Figure 1. Cell outlines without signal wires (run 1).
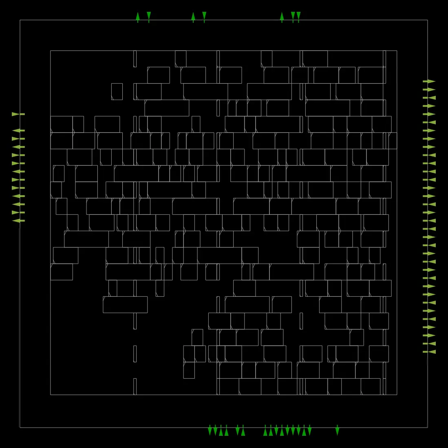
Figure 2. Met3 routing (run 1).
Scale bar: 20 um.
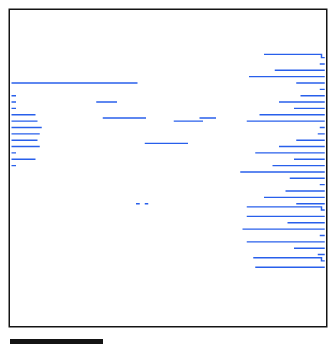
Figure 3. Signal wires by layer (run 1).
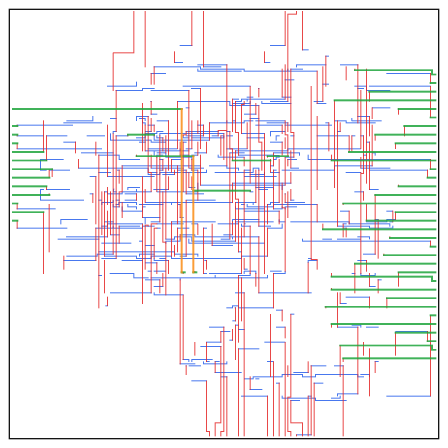
`config.mk`:
```
export PLATFORM = sky130hd
export DESIGN_NAME = work_ram_port
export DESIGN_NICKNAME = d
export VERILOG_FILES = /design/src/rtl/work_ram_port.sv
export SDC_FILE = /design/constraint.sdc
export NUM_CORES = 1
export LEC_CHECK = 0
export CAP_MARGIN = 20
export CORE_MARGIN = 5
export CORE_UTILIZATION = 32
export DETAILED_ROUTE_END_ITERATION = 6
export MAX_ROUTING_LAYER = met4
export PLACE_DENSITY = 0.8
export SYNTH_ARGS = -nofsm -noshare
export SYNTH_HDL_FRONTEND = slang
export SYNTH_SLANG_ARGS = --single-unit
```
`constraint.sdc`:
```
create_clock -name clk -period 2.9 [get_ports clk]
set_clock_uncertainty 0.15 [all_clocks]
set_input_delay 0.87 -clock clk [delete_from_list [all_inputs] [get_ports clk]]
set_output_delay 0.87 -clock clk [all_outputs]
set_load 0.02 [all_outputs]
```
`src/rtl/work_ram_port.sv`:
```
// Single-client byte port in front of a synchronous work RAM, with a fill engine that writes a fixed byte everywhere.
// Latency: read accepted at cycle N returns data at N+1; writes and fill writes drive the RAM in the accepting cycle.
// Backpressure: req_ready drops for the whole fill (2^ADDR_W cycles); responses are never backpressured.
module work_ram_port #(
   parameter int          ADDR_W         = 13,
   parameter bit          CLEAR_ON_RESET = 1'b1,
   parameter logic [7:0]  CLEAR_VALUE    = 8'h00
) (
   input  logic              clk,
   input  logic              reset,
   input  logic              req_valid,
   output logic              req_ready,
   input  logic              req_we,
   input  logic [ADDR_W-1:0] req_addr,
   input  logic [7:0]        req_wdata,
   output logic              rsp_valid,
   output logic [7:0]        rsp_rdata,
   input  logic              clear_start,
   output logic              busy,
   output logic              ram_ce,
   output logic              ram_oce,
   output logic              ram_reset,
   output logic              ram_wre,
   output logic [ADDR_W-1:0] ram_ad,
   output logic [7:0]        ram_din,
   input  logic [7:0]        ram_dout
);

   typedef enum logic {
      CLEAR = 1'b0,
      IDLE  = 1'b1
   } state_t;

   localparam state_t            RESET_STATE = CLEAR_ON_RESET ? CLEAR : IDLE;
   localparam logic [ADDR_W-1:0] LAST_ADDR   = '1;

   state_t            state;
   state_t            state_nxt;
   logic [ADDR_W-1:0] fill_cnt;
   logic [ADDR_W-1:0] fill_cnt_nxt;
   logic              handshake;

   assign req_ready = (state == IDLE);
   assign busy      = (state == CLEAR);
   assign handshake = req_valid & req_ready;

   // Output register on the RAM is unused; the RAM is never reset, so contents survive our reset.
   assign ram_oce   = 1'b1;
   assign ram_reset = 1'b0;

   // Read data is only meaningful in the cycle after a read was accepted; zero it otherwise.
   assign rsp_rdata = rsp_valid ? ram_dout : 8'h00;

   // State, fill counter and response flag; a reset drops any response still in flight.
   always_ff @(posedge clk) begin
      if (reset) begin
         state     <= RESET_STATE;
         fill_cnt  <= '0;
         rsp_valid <= 1'b0;
      end else begin
         state     <= state_nxt;
         fill_cnt  <= fill_cnt_nxt;
         rsp_valid <= handshake & ~req_we;
      end
   end

   // Next state: the fill walks every address once and returns to IDLE; clear_start only counts in IDLE.
   always_comb begin
      state_nxt    = state;
      fill_cnt_nxt = fill_cnt;
      case (state)
         CLEAR: begin
            if (fill_cnt == LAST_ADDR) begin
               state_nxt    = IDLE;
               fill_cnt_nxt = '0;
            end else begin
               fill_cnt_nxt = fill_cnt + ADDR_W'(1);
            end
         end
         IDLE: begin
            if (clear_start) begin
               state_nxt    = CLEAR;
               fill_cnt_nxt = '0;
            end
         end
      endcase
   end

   // RAM drive: fill writes own the RAM in CLEAR, client requests in IDLE; nothing is written while reset is high.
   always_comb begin
      ram_ce  = 1'b0;
      ram_wre = 1'b0;
      ram_ad  = req_addr;
      ram_din = req_wdata;
      if (!reset) begin
         if (state == CLEAR) begin
            ram_ce  = 1'b1;
            ram_wre = 1'b1;
            ram_ad  = fill_cnt;
            ram_din = CLEAR_VALUE;
         end else if (handshake) begin
            ram_ce  = 1'b1;
            ram_wre = req_we;
         end
      end
   end

endmodule

```
==> Slide: Implementation Results, run 1 <==
Implementation Results

GRT
  – Met2 Use GR: around a quarter
  – Via count of the first global-routing pass: 1071
  – Most used routing layer in global routing: met2
  – Maximum number of pins on one net before global-route repair: 19

Cells and area
  – Final Util: roughly 53%
  – Inverters excl. clock: 2
  – Comb area share: 39.5%
  – Most flops, register: fill_cnt
  – Final #Nets: approximately 240
  – Count of antenna diodes in the layout: 0
  – Flip-flop count of the largest register, all copies and words added: 13
  – Most frequently placed logic cell in the final layout: clkdlybuf4s50_1
  – FF+latch area: 300 um^2
  – Fraction of area in clock buffers and inverters: 1.57%
  – Cell area after layout: between 0.0015 and 0.002 mm^2
  – Area growth from synthesis to layout: 64.7%

Die
  – Chip area: 0.00458 mm^2
  – Rows: 21
  – Die width: 67.7 um
  – Core outline area: around 0.0033 mm^2
  – Vertical die dimension: 67.7 um

Drt
  – Total iterations of the first detailed-routing run: 4
  – Highest routed metal layer: met4
  – Routed Antenna Nets: 0
  – Detailed route wirelength on metal3: 413 um
  – Drt first-iter violations: 33
  – Met2 WL: 1400 um

Logic synthesis
  – Synthesis area per yosys: 0.00106 mm^2
  – Post-Synth Simple-Gate Area: 32.7%
  – Dominant comb cell: simple AND/OR/NAND/NOR gates
  – Synthesized area per cell: 8.06 um^2
  – Synth async-reset ratio: 0%
  – AND-OR/OR-AND share of the synthesized area: 15.1%
  – Max-area cell share: 28.2%
  – Mapped cell area: 0.00106 mm^2
  – Count of library flops with an enable pin: 0
  – Dominant flop cell: dfxtp_1
  – Share of synthesized cell area in full adder, half adder and majority cells: 1.18%
  – Top cells by count, synth: dfxtp_1 (15), mux2_2 (13), nand2_1 (10)
  – Distinct cell type count after synthesis: 35

Hold path
  – Start point of the worst hold path: fill_cnt[3]
  – Hold EP: fill_cnt[3]
  – Cell depth of the worst min-delay path: 2

Setup path
  – Delay of the slowest cell on the worst path: roughly 310 ps
  – Start of the worst register-to-register path: fill_cnt[0]
  – Buffering stage count on the worst path with inverters included: 4
  – Worst-path maximum fanout: 7
  – Register-to-register setup slack: 620 ps
  – Worst path top cell family by delay: buffers and inverters
  – Number of cells on the worst reg-to-reg path: 5
  – CP endpoint kind: output pin
  – Depth of the critical timing path with buffers and inverters included: 6

Clock tree
  – Number of buffers inserted by post-CTS setup repair: 0
  – Resized cells post-CTS: ~86
  – Clock tree from TritonCTS: built
  – Maximum buffer depth of the clock tree: 2
  – Cts-stage hold buffer count: 0
  – Clock transition at the register clock pins on the worst setup and hold paths after CTS: 90 ps
  – Clock buffer count from CTS: 3

Power and ir drop
  – Portion of total power attributed to combinational logic: 28.9%
  – Sequential power share: around 45%
  – Max rail drop VDD: 0.000161 V
  – Psw: 0.137 mW
  – Design internal power: 0.342 mW
  – Cell leakage power: just over 0.7 nW

Placement
  – Weighted congestion reported at the end of routability-driven placement: 0.740
  – HPWL reported at the end of detailed placement: 2440 um
  – # placed instances: ~240
  – Placed standard-cell area: about 0.0018 mm^2

STA
  – Post-Route Hold Slack: 371 ps
  – Post-route clock period utilization: 98.2%
  – Final-layout setup total negative slack: 0 ps
  – Fin. Hold Viols: 0

Status
  – Run status: complete, no violations

Job
  – Log Warnings: 26
-- Figure 1 (at the start) --
final cell count without fillers: 245
count of inserted tapcells: 46
final-layout fill cell count: 329
number of flip-flops and latches: 15
flop share of the area: 17.1%

-- Figure 2 (at the start) --
longest straight run: 26.7 um
nets with wire on the layer: 51
main direction: horizontal
DR vias: 1212
WL final: 3060 um
met3 track utilization from global routing: 5.16%

-- Figure 3 (at the start) --
| layer | colour | wire length |
|---|---|---|
| met1 | blue | 1210 um |
| met4 | orange | 44.2 um |
| met2 | red | 1400 um |
| met3 | green | 413 um |
total global-route track usage: 14.5%
final routed wire length divided by cell count: 12.5 um

==> inputs of run 2 (changes only) <==
SLEW_MARGIN = 20   (was not set)
Figure 4. Signal wires by layer (run 2).
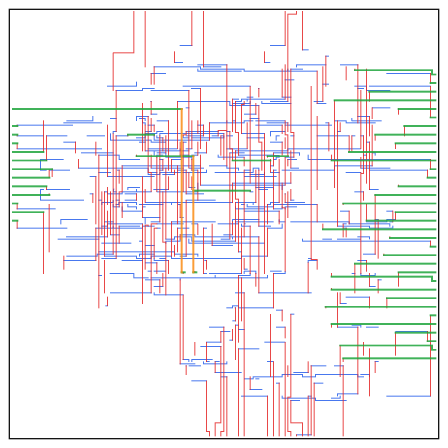
| layer | colour | wire length |
|---|---|---|
| met1 | blue | 1210 um |
| met2 | red | 1400 um |
| met3 | green | 413 um |
| met4 | orange | 44.2 um |

==> run 2 against run 1 <==
- synthesized cell count unchanged
- first-iteration DRC count unchanged
- non-clock buffer count stayed put
- register-to-register slack hardly changed
- worst setup slack is the same
- wire length stayed put
- design area stayed put
- die size unchanged
- largest cell class unchanged
==> Slide: Implementation Results, run 2 <==
Implementation Results

Power and ir drop
  – Design internal power: 0.342 mW
  – Sequential power share: 44.7%
  – Max rail drop VDD: ~0.00016 V
  – Cell leakage power: just over 0.7 nW
  – Psw: between 0.1 and 0.15 mW
  – Portion of total power attributed to combinational logic: 28.9%

Die
  – Die width: 67.7 um
  – Vertical die dimension: 67.7 um
  – Rows: 21
  – Count of inserted tapcells: 46
  – Core outline area: 0.00328 mm^2

GRT
  – Most used routing layer in global routing: met2
  – Met2 Use GR: 24.4%
  – Maximum number of pins on one net before global-route repair: 19
  – Total global-route track usage: 14.5%
  – Via count of the first global-routing pass: 1071
  – Met3 track utilization from global routing: 5.16%

Setup path
  – Slowest-stage cell, CP: clkdlybuf4s15_1
  – Number of cells on the worst reg-to-reg path: 5
  – Worst-path maximum fanout: 7
  – Start-to-end type of the worst setup path: input port to output pin
  – CP endpoint kind: output pin
  – Register-to-register setup slack: 620 ps
  – Depth of the critical timing path with buffers and inverters included: 6
  – Buffering stage count on the worst path with inverters included: 4
  – Start of the worst register-to-register path: fill_cnt[0]
  – Worst path top cell family by delay: buffers and inverters

Logic synthesis
  – AND-OR/OR-AND share of the synthesized area: 15.1%
  – Synthesized area per cell: 8.06 um^2
  – Synthesis area per yosys: 0.00106 mm^2
  – Top cells by count, synth: dfxtp_1 (15), mux2_2 (13), nand2_1 (10)
  – Biggest area consumer among synthesized cells: dfxtp_1
  – Mapped cell area: around 0.0011 mm^2
  – Dominant comb cell: simple AND/OR/NAND/NOR gates
  – Distinct cell type count after synthesis: 35
  – Max-area cell share: 28.2%
  – Count of library flops with an enable pin: 0
  – Share of synthesized cell area in full adder, half adder and majority cells: 1.18%

Cells and area
  – Number of flip-flops and latches: 15
  – Area growth from synthesis to layout: 64.7%
  – Cell area after layout: 0.00175 mm^2
  – Final-layout fill cell count: 329
  – Most frequently placed logic cell in the final layout: clkdlybuf4s50_1
  – Count of antenna diodes in the layout: 0
  – Fraction of area in clock buffers and inverters: 1.57%
  – Final cell count without fillers: 245
  – Inverters excl. clock: 2
  – Total area of multi-input combinational cells: 692 um^2
  – Comb area share: between 30% and 40%
  – FF+latch area: ~300 um^2
  – Flip-flop count of the largest register, all copies and words added: 13
  – Flop share of the area: 17.1%
  – Final Util: 53.3%
  – Final non-clock buffer share: 38.1%
  – Final #Nets: 235

Clock tree
  – Clock tree from TritonCTS: built
  – Cts-stage hold buffer count: 0
  – Clock buffer count from CTS: 3
  – Resized cells post-CTS: 86
  – Number of buffers inserted by post-CTS setup repair: 0
  – Clock transition at the register clock pins on the worst setup and hold paths after CTS: about 90 ps
  – Maximum buffer depth of the clock tree: 2

Drt
  – Routed Antenna Nets: 0
  – WL final: 3060 um
  – DR vias: 1212
  – Highest routed metal layer: met4
  – Final routed wire length divided by cell count: 12.5 um
  – Met2 WL: ~1400 um
  – Drt first-iter violations: 33
  – Total iterations of the first detailed-routing run: 4
  – Detailed route wirelength on metal3: 413 um

Placement
  – # placed instances: 241
  – Placed standard-cell area: 0.00179 mm^2
  – Weighted congestion reported at the end of routability-driven placement: 0.740

Status
  – Run status: complete, no violations

STA
  – Post-route clock period utilization: 98.2%
  – Post-Route Hold Slack: 371 ps
  – Fin. Hold Viols: 0

Hold path
  – Hold EP: fill_cnt[3]
  – Start point of the worst hold path: fill_cnt[3]
  – Cell depth of the worst min-delay path: 2

Job
  – Log Warnings: 26
Figure 5. Met3 routing (run 2).
Scale bar: 20 um.
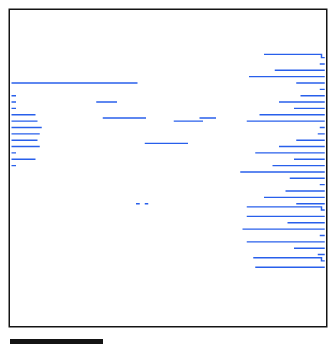
share of all routed wire: 13%
nets with wire on the layer: 51
wire length on this layer: 413 um
main direction: horizontal
longest straight run: 26.7 um

Power is estimated from default activity; no workload was simulated.
